m2.png
The bar under the picture is 50 um long.
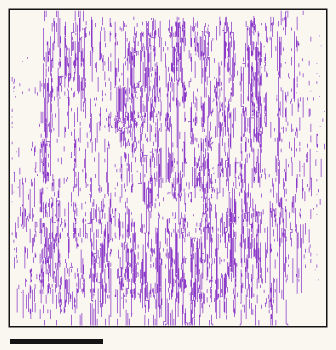
congestion_map.png
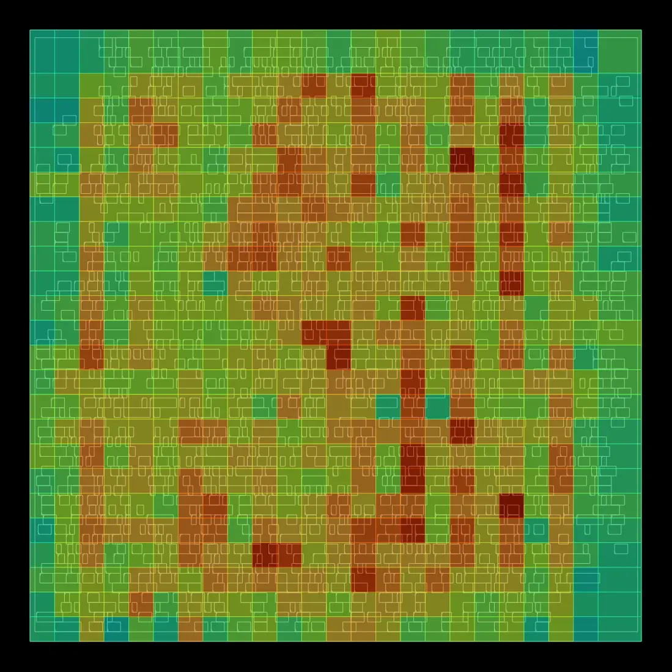
m4.png
The bar under the picture is 50 um long. Supply wires on this layer in gray.
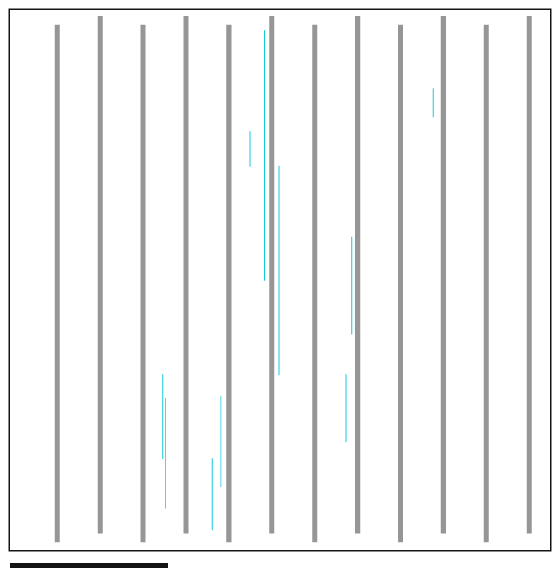
## src/rtl/seq_divider_if.sv

```systemverilog
// Request/result bundle for the sequential divider.
// The requester drives operands and start; the divider returns status and results.
interface seq_divider_if;
    logic        start;
    logic        is_signed;
    logic [31:0] dividend;
    logic [31:0] divisor;
    logic        busy;
    logic        done;
    logic [31:0] quotient;
    logic [31:0] remainder;
    logic        div_by_zero;

    modport master (
        output start, is_signed, dividend, divisor,
        input  busy, done, quotient, remainder, div_by_zero
    );

    modport slave (
        input  start, is_signed, dividend, divisor,
        output busy, done, quotient, remainder, div_by_zero
    );
endinterface

```

## src/rtl/seq_divider.sv

```systemverilog
// Fixed-latency 32-bit restoring divider (signed/unsigned) with one iteration
// per clock, a sign-fixup cycle and a one-cycle done pulse.
module seq_divider (
    input  logic           clk,
    input  logic           reset,
    seq_divider_if.slave   bus
);

    typedef enum logic [1:0] {
        IDLE,
        CALC,
        FIX,
        DONE
    } state_t;

    state_t      state;
    logic [4:0]  count;
    logic [31:0] part_rem;
    logic [31:0] quo_shift;
    logic [31:0] div_mag;
    logic        neg_quo;
    logic        neg_rem;
    logic        zero_div;

    logic [32:0] shifted;
    logic [32:0] trial;

    // The 33-bit working remainder: previous remainder shifted left with the
    // next dividend bit; a non-negative trial difference means the bit is 1.
    always_comb begin
        shifted = {part_rem, quo_shift[31]};
        trial   = shifted - {1'b0, div_mag};
    end

    always_ff @(posedge clk) begin
        if (reset) begin
            state           <= IDLE;
            count           <= '0;
            part_rem        <= '0;
            quo_shift       <= '0;
            div_mag         <= '0;
            neg_quo         <= 1'b0;
            neg_rem         <= 1'b0;
            zero_div        <= 1'b0;
            bus.busy        <= 1'b0;
            bus.done        <= 1'b0;
            bus.quotient    <= '0;
            bus.remainder   <= '0;
            bus.div_by_zero <= 1'b0;
        end else begin
            case (state)
                IDLE: begin
                    bus.done <= 1'b0;
                    if (bus.start) begin
                        quo_shift <= (bus.is_signed && bus.dividend[31]) ? -bus.dividend : bus.dividend;
                        div_mag   <= (bus.is_signed && bus.divisor[31])  ? -bus.divisor  : bus.divisor;
                        neg_quo   <= bus.is_signed && (bus.dividend[31] ^ bus.divisor[31]);
                        neg_rem   <= bus.is_signed && bus.dividend[31];
                        zero_div  <= (bus.divisor == 32'd0);
                        part_rem  <= '0;
                        count     <= '0;
                        bus.busy  <= 1'b1;
                        state     <= CALC;
                    end
                end
                CALC: begin
                    if (!trial[32]) begin
                        part_rem  <= trial[31:0];
                        quo_shift <= {quo_shift[30:0], 1'b1};
                    end else begin
                        part_rem  <= shifted[31:0];
                        quo_shift <= {quo_shift[30:0], 1'b0};
                    end
                    count <= count + 5'd1;
                    if (count == 5'd31) begin
                        state <= FIX;
                    end
                end
                FIX: begin
                    // A zero divisor leaves the dividend magnitude in the
                    // remainder, so the normal sign fixup restores the dividend.
                    bus.quotient    <= zero_div ? 32'hFFFF_FFFF :
                                       (neg_quo ? -quo_shift : quo_shift);
                    bus.remainder   <= neg_rem ? -part_rem : part_rem;
                    bus.div_by_zero <= zero_div;
                    bus.busy        <= 1'b0;
                    bus.done        <= 1'b1;
                    state           <= DONE;
                end
                DONE: begin
                    bus.done <= 1'b0;
                    state    <= IDLE;
                end
                default: begin
                    state <= IDLE;
                end
            endcase
        end
    end

endmodule

```

## src/flat_wrapper.sv

```systemverilog
// flat-port wrapper written by rule: the top's interface ports become plain ports
module seq_divider_flat 
  (clk, reset, bus_start, bus_is_signed, bus_dividend, bus_divisor, bus_busy, bus_done, bus_quotient, bus_remainder, bus_div_by_zero);
  seq_divider_if bus_i ();
  input  logic clk;
  input  logic reset;
  input wire logic [$bits(bus_i.start)-1:0] bus_start;
  input wire logic [$bits(bus_i.is_signed)-1:0] bus_is_signed;
  input wire logic [$bits(bus_i.dividend)-1:0] bus_dividend;
  input wire logic [$bits(bus_i.divisor)-1:0] bus_divisor;
  output wire logic [$bits(bus_i.busy)-1:0] bus_busy;
  output wire logic [$bits(bus_i.done)-1:0] bus_done;
  output wire logic [$bits(bus_i.quotient)-1:0] bus_quotient;
  output wire logic [$bits(bus_i.remainder)-1:0] bus_remainder;
  output wire logic [$bits(bus_i.div_by_zero)-1:0] bus_div_by_zero;
  assign bus_i.start = bus_start;
  assign bus_i.is_signed = bus_is_signed;
  assign bus_i.dividend = bus_dividend;
  assign bus_i.divisor = bus_divisor;
  assign bus_busy = bus_i.busy;
  assign bus_done = bus_i.done;
  assign bus_quotient = bus_i.quotient;
  assign bus_remainder = bus_i.remainder;
  assign bus_div_by_zero = bus_i.div_by_zero;
  seq_divider u_core (.clk(clk), .reset(reset), .bus(bus_i));
endmodule
```

## config.mk

```make
export PLATFORM = sky130hd
export DESIGN_NAME = seq_divider_flat
export DESIGN_NICKNAME = d
export VERILOG_FILES = /design/src/rtl/seq_divider_if.sv /design/src/rtl/seq_divider.sv /design/src/flat_wrapper.sv
export SDC_FILE = /design/constraint.sdc
export NUM_CORES = 1
export LEC_CHECK = 0
export CAP_MARGIN = 20
export CELL_PAD_IN_SITES_DETAIL_PLACEMENT = 1
export CELL_PAD_IN_SITES_GLOBAL_PLACEMENT = 1
export CORE_UTILIZATION = 38
export DETAILED_ROUTE_END_ITERATION = 7
export PLACE_DENSITY_LB_ADDON = 0.1
export SYNTH_ARGS = -nofsm -noshare
export SYNTH_HDL_FRONTEND = slang
export SYNTH_SLANG_ARGS = --single-unit
```

## constraint.sdc

```tcl
create_clock -name clk -period 3.3 [get_ports clk]
set_input_delay 0.66 -clock clk [delete_from_list [all_inputs] [get_ports clk]]
set_output_delay 0.66 -clock clk [all_outputs]
set_load 0.02 [all_outputs]
```

==> flow_summary.json <==
{
  "edf_count": 0,
  "syn_area_um2": 10800,
  "ys_sh_adder": 0.0504,
  "busiest_layer": "met2",
  "n_all_buffers": 213,
  "clock_buffers": 19,
  "hpwl_um": 24500,
  "syn_to_final_growth_pct": 25.8,
  "regArea_um2": 3460,
  "post_cts_buffers": 0,
  "grt.total_usage": 0.233,
  "tritoncts": "yes",
  "grt_antenna_before_repair": 0,
  "tool_warnings": 31,
  "yosysTopAreaCell": "dfxtp_1",
  "p_switching_uw": 4120,
  "wl_um": 33200,
  "comb_area_um2": 6880,
  "wl_met3_um": 1010,
  "io_buffers": 134,
  "pwr-share-clk": 0.214,
  "top_power_group": "combinational cells",
  "tap_cells": 378,
  "min_to": "u_core.div_mag[31]",
  "dieArea_um2": 29200,
  "ys_top_cells_by_count": "dfxtp_1, nand2_1, nor2_1",
  "final_cell_mix": "dfxtp_1, nand2_1, nor2_1",
  "placed_cells": 1889,
  "cts.repair.resized": 0,
  "timing.hold.ws_ps": 461,
  "diodes": 0,
  "holdBufCountCts": 0,
  "synth_flops": 173,
  "drv_cap": 0,
  "p_int_uw": 5660,
  "final_util": 0.487,
  "crit_path_end": "u_core.part_rem[17]",
  "ys_sh_mux": 0.0351,
  "final_area_um2": 13600,
  "htreeDepth": 4,
  "grt.met2_usage": 0.350,
  "drive_gt1_frac": 0.0847,
  "stdcell_count": 1925,
  "place.gp.congestion": 0.858,
  "yosys_area_um2": 10800,
  "yosys_cells": 1388,
  "num-nets-final": 1645,
  "die_h_um": 171,
  "hold_depth": 2,
  "ff_count": 173,
  "dr_total_vias": 10400,
  "seq_share": 0.254,
  "top_cell": "dfxtp_1",
  "cp-end-kind": "register",
  "p_leak_uw": 0.00523,
  "top_layer": "met4",
  "drc_errors": 0,
  "top_cells_by_area": "dfxtp_1, xor2_1, a211oi_1",
  "status": "completed",
  "startpoint": "u_core.quo_shift[31]",
  "worstHoldStart": "u_core.div_mag[31]",
  "fin_setup_tns_ps": 0,
  "synth.avg_cell_area_um2": 7.80,
  "crit_required_ps": 3600,
  "skew_ps": 11.9,
  "r2r_start": "u_core.quo_shift[31]",
  "top_area_cell_class": "logic gates",
  "worstSetupPathType": "register to register",
  "power_frac_seq": 0.312,
  "lay_top_count": "dfxtp_1",
  "flop_cell": "dfxtp_1",
  "p_comb_uw": 4650,
  "io_pins": 135,
  "period_minus_slack_ps": 3150,
  "fillers": 3406,
  "dpl_cell_area_um2": 13000,
  "cts_buffers": 17,
  "clkCellAreaFrac": 0.0438,
  "syn_nets": 1499,
  "cts_sinks": 173,
  "arrival_ps": 3450,
  "n_all_inverters": 53,
  "ff2ff_setup_slack_ps": 150,
  "cts_buffer_depth": 2,
  "synth.distinct_cells": 58,
  "chipWidth_um": 171,
  "antenna_left": 0,
  "finalCritPeriodShare": 0.954,
  "pwr.group.sequential_uw": 3050,
  "slew_headroom": 0.478
}
## Picture notes: m2.png
share of all routed wire = 43%
nets with wire on the layer = 1398
longest straight run = 57.5 um
wire length on this layer = 14300 um

## Picture notes: congestion_map.png
wire length per cell: 17.2 um
GR Util met1: 0.345

## Picture notes: m4.png
longest straight run = 78.9 um
wire length on this layer = 328 um
main direction = vertical
share of all routed wire = 0.99%

critical path, cell delays in order (launching register included):
cell      delay (ps)
dfxtp_1          340
inv_1             70
ha_1             210
fa_1             390
nand2b_1         180
a21oi_1          130
buf_4            140
o211ai_1         100
nand3_1          130
a21oi_1          120
o2111a_1         280
a311oi_4         230
buf_4            180
buf_12           160
mux2i_1          230
o21ai_0          100
sequential cells by signal, indices dropped and copies added (netlist names), 2 cells and up:
name and cells:
u_core.bus.quotient 32, u_core.bus.remainder 32, u_core.count 5, u_core.div_mag 32
u_core.part_rem 32, u_core.quo_shift 32, u_core.state 2
No activity file was given, so power comes from the tool's default toggle rates.
